<file path="src/rtl/sha3_block_loader.sv">
// Gathers 64-bit AXI-Stream lanes into one Keccak rate block and presents the 5x5 state
// to the padding stage, adding the trailing all-zero block when a message ends on a rate boundary.
module sha3_block_loader (
    input  logic                   ACLK,
    input  logic                   ARESETN,
    input  logic [63:0]            TDATA,
    input  logic                   TVALID,
    output logic                   TREADY,
    input  logic                   TLAST,
    input  logic [1:0]             TUSER,
    output logic                   M_VALID,
    input  logic                   M_READY,
    output logic                   M_LAST,
    output logic [1:0]             M_MODE,
    output logic [4:0]             M_LANES,
    output logic [0:4][0:4][63:0]  D_out
);
    typedef enum logic [1:0] {FILL, HOLD, ZERO_LAST} state_t;

    state_t                  r_state;
    logic [4:0]              r_cnt;
    logic [2:0]              r_row;
    logic [2:0]              r_col;
    logic                    r_pending_last;
    logic                    r_tready;
    logic                    r_mvalid;
    logic                    r_mlast;
    logic [1:0]              r_mode;
    logic [4:0]              r_lanes;
    logic [0:4][0:4][63:0]   r_d;

    logic [1:0] w_mode;
    logic       w_beat;
    logic       w_rate_end;
    logic       w_done;
    logic       w_exact;

    function automatic logic [4:0] rate_of(input logic [1:0] m);
        case (m)
            2'd0:    rate_of = 5'd18;
            2'd1:    rate_of = 5'd17;
            2'd2:    rate_of = 5'd13;
            default: rate_of = 5'd9;
        endcase
    endfunction

    // The mode of a block is whatever TUSER says on its first beat.
    always_comb begin
        w_mode     = (r_cnt == 5'd0) ? TUSER : r_mode;
        w_beat     = TVALID & r_tready & (r_state == FILL);
        w_rate_end = (r_cnt == rate_of(w_mode) - 5'd1);
        w_done     = w_rate_end | TLAST;
        w_exact    = w_rate_end & TLAST;
    end

    always_ff @(posedge ACLK or negedge ARESETN) begin
        if (!ARESETN) begin
            r_state        <= FILL;
            r_cnt          <= '0;
            r_row          <= '0;
            r_col          <= '0;
            r_pending_last <= 1'b0;
            r_tready       <= 1'b0;
            r_mvalid       <= 1'b0;
            r_mlast        <= 1'b0;
            r_mode         <= '0;
            r_lanes        <= '0;
            r_d            <= '0;
        end else begin
            case (r_state)
                FILL: begin
                    r_tready <= 1'b1;
                    if (w_beat) begin
                        r_d[r_row][r_col] <= TDATA;
                        r_mode            <= w_mode;
                        if (w_done) begin
                            r_state        <= HOLD;
                            r_tready       <= 1'b0;
                            r_mvalid       <= 1'b1;
                            r_lanes        <= r_cnt + 5'd1;
                            r_mlast        <= TLAST & ~w_exact;
                            r_pending_last <= w_exact;
                        end else begin
                            r_cnt <= r_cnt + 5'd1;
                            // beat k lands in row k mod 5, column k div 5
                            if (r_row == 3'd4) begin
                                r_row <= '0;
                                r_col <= r_col + 3'd1;
                            end else begin
                                r_row <= r_row + 3'd1;
                            end
                        end
                    end
                end
                HOLD: begin
                    if (M_READY) begin
                        r_d <= '0;
                        if (r_pending_last) begin
                            r_state        <= ZERO_LAST;
                            r_pending_last <= 1'b0;
                            r_lanes        <= '0;
                            r_mlast        <= 1'b1;
                        end else begin
                            r_state  <= FILL;
                            r_mvalid <= 1'b0;
                            r_tready <= 1'b1;
                            r_cnt    <= '0;
                            r_row    <= '0;
                            r_col    <= '0;
                        end
                    end
                end
                ZERO_LAST: begin
                    if (M_READY) begin
                        r_state  <= FILL;
                        r_mvalid <= 1'b0;
                        r_tready <= 1'b1;
                        r_cnt    <= '0;
                        r_row    <= '0;
                        r_col    <= '0;
                    end
                end
                default: r_state <= FILL;
            endcase
        end
    end

    assign TREADY  = r_tready;
    assign M_VALID = r_mvalid;
    assign M_LAST  = r_mlast;
    assign M_MODE  = r_mode;
    assign M_LANES = r_lanes;
    assign D_out   = r_d;
endmodule

</file>
<file path="config.mk">
export PLATFORM = sky130hd
export DESIGN_NAME = sha3_block_loader
export DESIGN_NICKNAME = d
export VERILOG_FILES = /design/src/rtl/sha3_block_loader.sv
export SDC_FILE = /design/constraint.sdc
export NUM_CORES = 2
export LEC_CHECK = 0
export CAP_MARGIN = 30
export CORE_AREA = 2 2 657 659
export CTS_CLUSTER_SIZE = 30
export DETAILED_ROUTE_END_ITERATION = 12
export DIE_AREA = 0 0 659 661
export PLACE_DENSITY = 0.4
export SETUP_SLACK_MARGIN = 0.4
export SYNTH_ARGS = -nofsm -noshare
export SYNTH_HDL_FRONTEND = slang
export SYNTH_SLANG_ARGS = --single-unit
</file>
<file path="constraint.sdc">
create_clock -name ACLK -period 5.51 [get_ports ACLK]
set_input_delay 0.551 -clock ACLK [delete_from_list [all_inputs] [get_ports ACLK]]
set_output_delay 0.551 -clock ACLK [all_outputs]
set_load 0.05 [all_outputs]
</file>
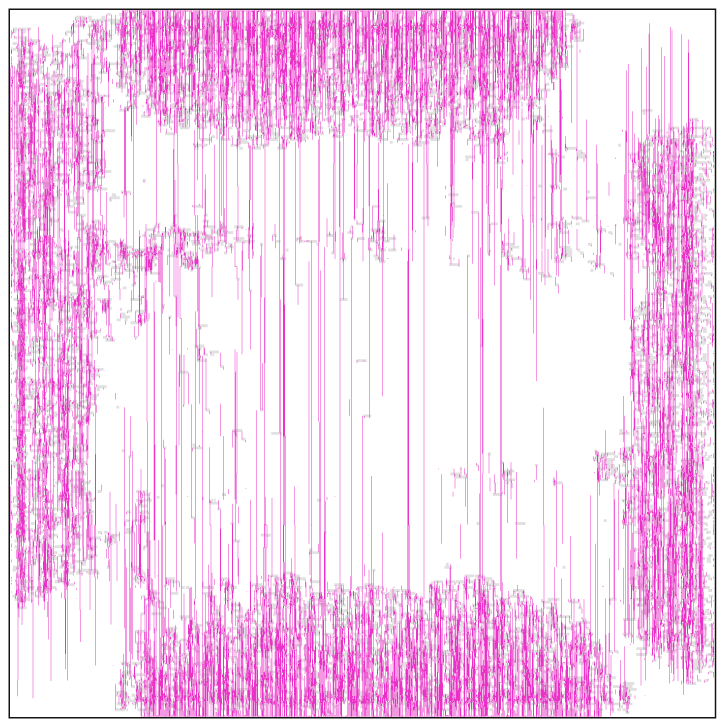
(metal 2)
Cells faint in the background.
main direction: vertical
longest straight run: 433 um
wire length on this layer: 179 mm
share of all routed wire: 48%
nets with wire on the layer: 5787
final routed wirelength across all metal layers: 369.9 mm
number of vias after detailed routing: 50290

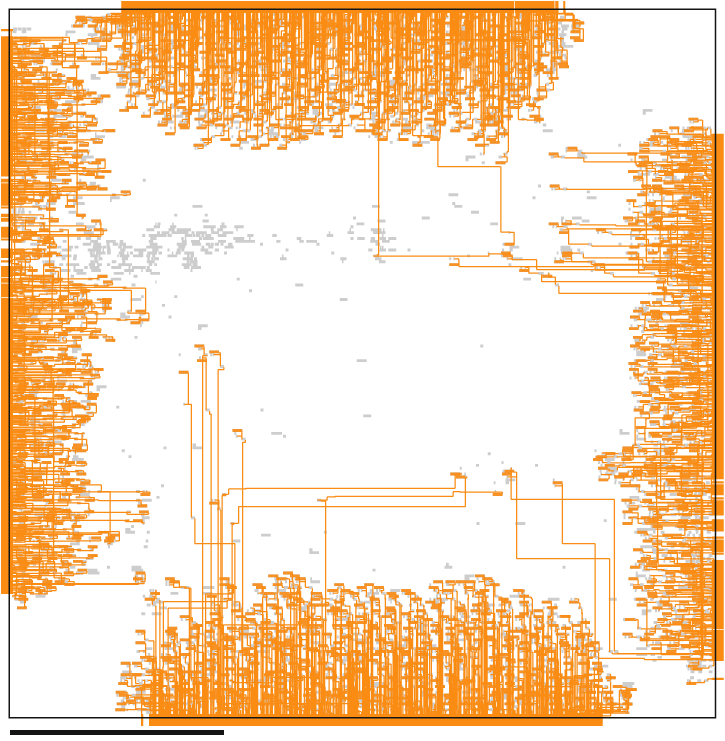
(nets reached from selected ports)
Scale bar: 200 um.
legend:
  D_out:
    color: orange
    direction: output
    end_cells: 1600
    buffers: 1600
    wire: 111 mm
number of input and output port buffers inserted: 1680
Top-Level Pins: 1681

==> results.cfg <==
; implementation run metrics
[layout]
layout-drive-gt1-share_pct = 8.699
combGateArea_um2 = 16140
layout_top_cell = sky130_fd_sc_hd__clkdlybuf4s50_1
final_nets = 7220
n_sequential_cell = 1624
n_antenna_cell = 55
fillCellCount = 46650
final.signal_buffer_count = 1847

[logic_synthesis]
ys_chip_area_um2 = 57970
synth.net_count = 5638
common_cells = sky130_fd_sc_hd__nand2_1 (1701), sky130_fd_sc_hd__dfrtp_1 (1624), sky130_fd_sc_hd__o21ai_0 (1604)
numSynthFlops = 1624
ys_seq_share_pct = 70.10

[worst_setup_path]
cpMaxStageDelayCell = sky130_fd_sc_hd__ha_4
r2r_end = D_out[1455]
critical_path.cell_chain = inv_1 > ha_4 > mux2i_1 > a21oi_4 > and2_4 > buf_12 > nand2_2 > o21ai_0
crit_required_ns = 6.25

[sta]
clock-skew-final_ns = 0.08172
final.setup.worst_slack_ns = 1.349

[global_routing]
met3_demand_to_capacity_share_in_global_routing_pct = 4.814
vias_in_the_first_global_route = 50720
antenna_violations_before_repair = 75

[hold_path]
min-delay-path-class = input port to async pin

[power_and_ir_drop]
p_int_mw = 25.72
power.switching_mw = 22.30
dominant_power_group = combinational cells

[job]
maxCapViolations = 0

[placement]
globalplace.congestion = 0.7768

[run_status]
outcome = complete, no violations
